### Sizing map

Scale bar: 20 um.
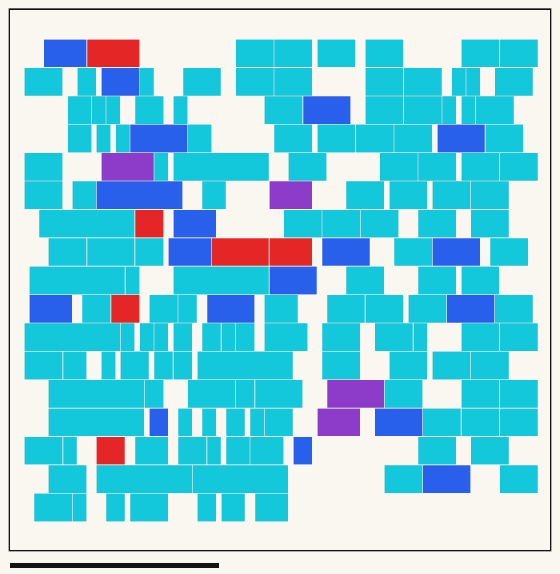
### Sequential cells grouped by signal name

Other sequential cells in the stronger grey, the rest of the logic in the fainter grey.
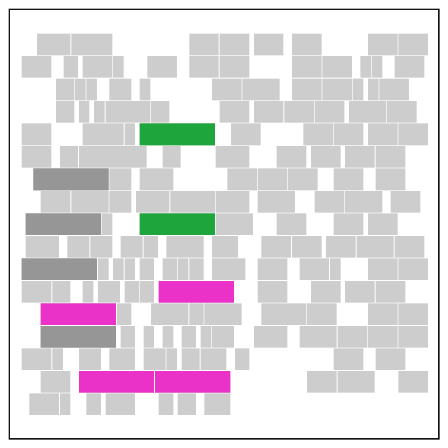
### Placement view

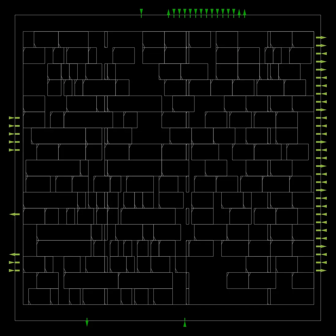
$ cat src/rtl/fifo_arbiter.sv
// Round-robin burst arbiter feeding a shared FIFO write port,
// plus a pass-through read strobe with a registered valid.
module fifo_arbiter #(
  parameter int NREQ  = 4,
  parameter int DW    = 8,
  parameter int BURST = 4
) (
  input  logic               clk,
  input  logic               rst,
  input  logic [NREQ-1:0]    req,
  input  logic [NREQ*DW-1:0] wr_data_in,
  input  logic               full,
  input  logic               empty,
  input  logic               rd_req,
  output logic [NREQ-1:0]    gnt,
  output logic               wr_strobe,
  output logic [DW-1:0]      wr_data,
  output logic               rd_strobe,
  output logic               rd_valid,
  output logic               busy
);

  localparam int PW = (NREQ > 1) ? $clog2(NREQ) : 1;

  typedef enum logic {IDLE, OWN} state_t;

  state_t        state_q;
  logic [PW-1:0] owner_q;
  logic [PW-1:0] ptr_q;
  logic [3:0]    cnt_q;
  logic          rd_valid_q;

  logic          found;
  logic [PW-1:0] win;
  logic [PW:0]   idx;
  logic          take;
  logic [PW-1:0] sel;
  logic [3:0]    cnt_nx;

  function automatic logic [PW-1:0] nxt(input logic [PW-1:0] p);
    return (p == PW'(NREQ - 1)) ? '0 : p + PW'(1);
  endfunction

  // First asserted request at or after ptr, wrapping modulo NREQ
  always_comb begin
    found = 1'b0;
    win   = '0;
    idx   = '0;
    for (int i = 0; i < NREQ; i++) begin
      idx = {1'b0, ptr_q} + (PW+1)'(i);
      if (idx >= (PW+1)'(NREQ)) idx = idx - (PW+1)'(NREQ);
      if (!found && req[idx[PW-1:0]]) begin
        found = 1'b1;
        win   = idx[PW-1:0];
      end
    end
  end

  always_comb begin
    take = 1'b0;
    sel  = owner_q;
    if (rst && !full) begin
      if (state_q == IDLE) begin
        take = found;
        sel  = win;
      end else begin
        take = req[owner_q];
        sel  = owner_q;
      end
    end
  end

  assign gnt       = take ? (NREQ'(1) << sel) : '0;
  assign wr_strobe = take;
  assign wr_data   = take ? wr_data_in[int'(sel)*DW +: DW] : '0;
  assign rd_strobe = rst & rd_req & ~empty;
  assign rd_valid  = rd_valid_q;
  assign busy      = rst & (state_q == OWN);
  assign cnt_nx    = cnt_q + 4'd1;

  always_ff @(posedge clk or negedge rst) begin
    if (!rst) begin
      state_q    <= IDLE;
      owner_q    <= '0;
      ptr_q      <= '0;
      cnt_q      <= '0;
      rd_valid_q <= 1'b0;
    end else begin
      rd_valid_q <= rd_strobe;
      if (!full) begin
        unique case (state_q)
          IDLE: begin
            if (found) begin
              owner_q <= win;
              if (BURST == 1) begin
                ptr_q <= nxt(win);
              end else begin
                state_q <= OWN;
                cnt_q   <= 4'd1;
              end
            end
          end
          OWN: begin
            // Burst ends on the BURST-th write or when the owner lets go
            if (req[owner_q] && cnt_nx != 4'(BURST)) begin
              cnt_q <= cnt_nx;
            end else begin
              state_q <= IDLE;
              ptr_q   <= nxt(owner_q);
              cnt_q   <= '0;
            end
          end
          default: state_q <= IDLE;
        endcase
      end
    end
  end

endmodule

$ cat config.mk
export PLATFORM = sky130hd
export DESIGN_NAME = fifo_arbiter
export DESIGN_NICKNAME = d
export VERILOG_FILES = /design/src/rtl/fifo_arbiter.sv
export SDC_FILE = /design/constraint.sdc
export NUM_CORES = 1
export LEC_CHECK = 0
export ABC_CLOCK_PERIOD_IN_PS = 8000
export CORE_UTILIZATION = 42
export CTS_CLUSTER_SIZE = 24
export DETAILED_ROUTE_END_ITERATION = 8
export GPL_TIMING_DRIVEN = 0
export PLACE_DENSITY = 0.83
export SLEW_MARGIN = 40
export SYNTH_ARGS = -nofsm -noshare
export SYNTH_HDL_FRONTEND = slang
export SYNTH_SLANG_ARGS = --single-unit
$ cat constraint.sdc
create_clock -name clk -period 8 [get_ports clk]
set_input_delay 2.4 -clock clk [delete_from_list [all_inputs] [get_ports clk]]
set_output_delay 2.4 -clock clk [all_outputs]
set_load 0.02 [all_outputs]
==> impl_metrics.ini <==
; synthesis and place-and-route metrics
[clock_tree]
holdBufCountCts = 0
clock_sinks = 10
clockBufferDepth = 2
postCtsSetupRepairBufs = 0
htreeDepth = 1
path_clk_slew_ns = 0.07
numCtsBuffers = 3

[logic_synthesis]
fp_nets = 153
ys_sh_aoi = 0.2058
postSynthSeqShare = 0.2407
yosys_warnings = 0
ys_ff = 10
yosys_area_um2 = 1040
ys_sh_mux = 0.2335
synthFlopType = dfrtp_1
synth_stat.cells = 109

[setup_path]
crit_type = in2out
crit_path_end = wr_data[7]
arrival_ns = 5.18
critPathMaxStageDelay_ns = 0.83

[detailed_routing]
wl_met2_um = 1541
drc = 0
totalWireLength_um = 2878

[cells_and_area]
nNetsFinal = 213
stdcell_count = 196
largest_register_ffs = 4
regMostFlops = cnt_q
dominant_cells = combinational gates
comb-cell-share = 0.4420
fill_cells = 175
nonClockInverterCount = 2

[power]
switchingPower_uw = 177.0
p_clk_uw = 45.2
power_top_consumer = combinational cells
p_clk_frac = 0.107
peakVddDrop_mv = 0.1802
internal_power_uw = 247.2

[hold_path]
holdCritPathClass = reg2reg

[global_route]
track_usage = 0.2304
antenna_found_initial = 0

[final_timing]
worst_pin_slew_ns = 0.5642
slew_headroom = 0.6227

[die]
die_area_um2 = 2679

[outcome]
outcome = finished, final reports clean

[place]
dp_slack_ns = 0.3998
post_dp_cell_area_um2 = 1625
## Picture notes: 'Sizing map'
colour	size	cells	share
blue	x2	18	11%
purple	x6 and larger	4	2.4%
cyan	x1 and smaller	140	83%
red	x3 and x4	6	3.6%
design area: 1662 um^2
Synth-to-Final Area Change: 59.81%
Signal buffers: 60

## Picture notes: 'Sequential cells grouped by signal name'
colour	netlist name	sequential cells
green	owner_q	2
magenta	cnt_q	4
sequential power: 96.2 uW
Seq area share: 0.1506

## Picture notes: 'Placement view'
Post-Route Utilization: 0.7301
flip-flops: 10
area of the core: 2276 um^2
num rows: 17

Power figures rest on the tool's default switching activity, not on a simulated workload.
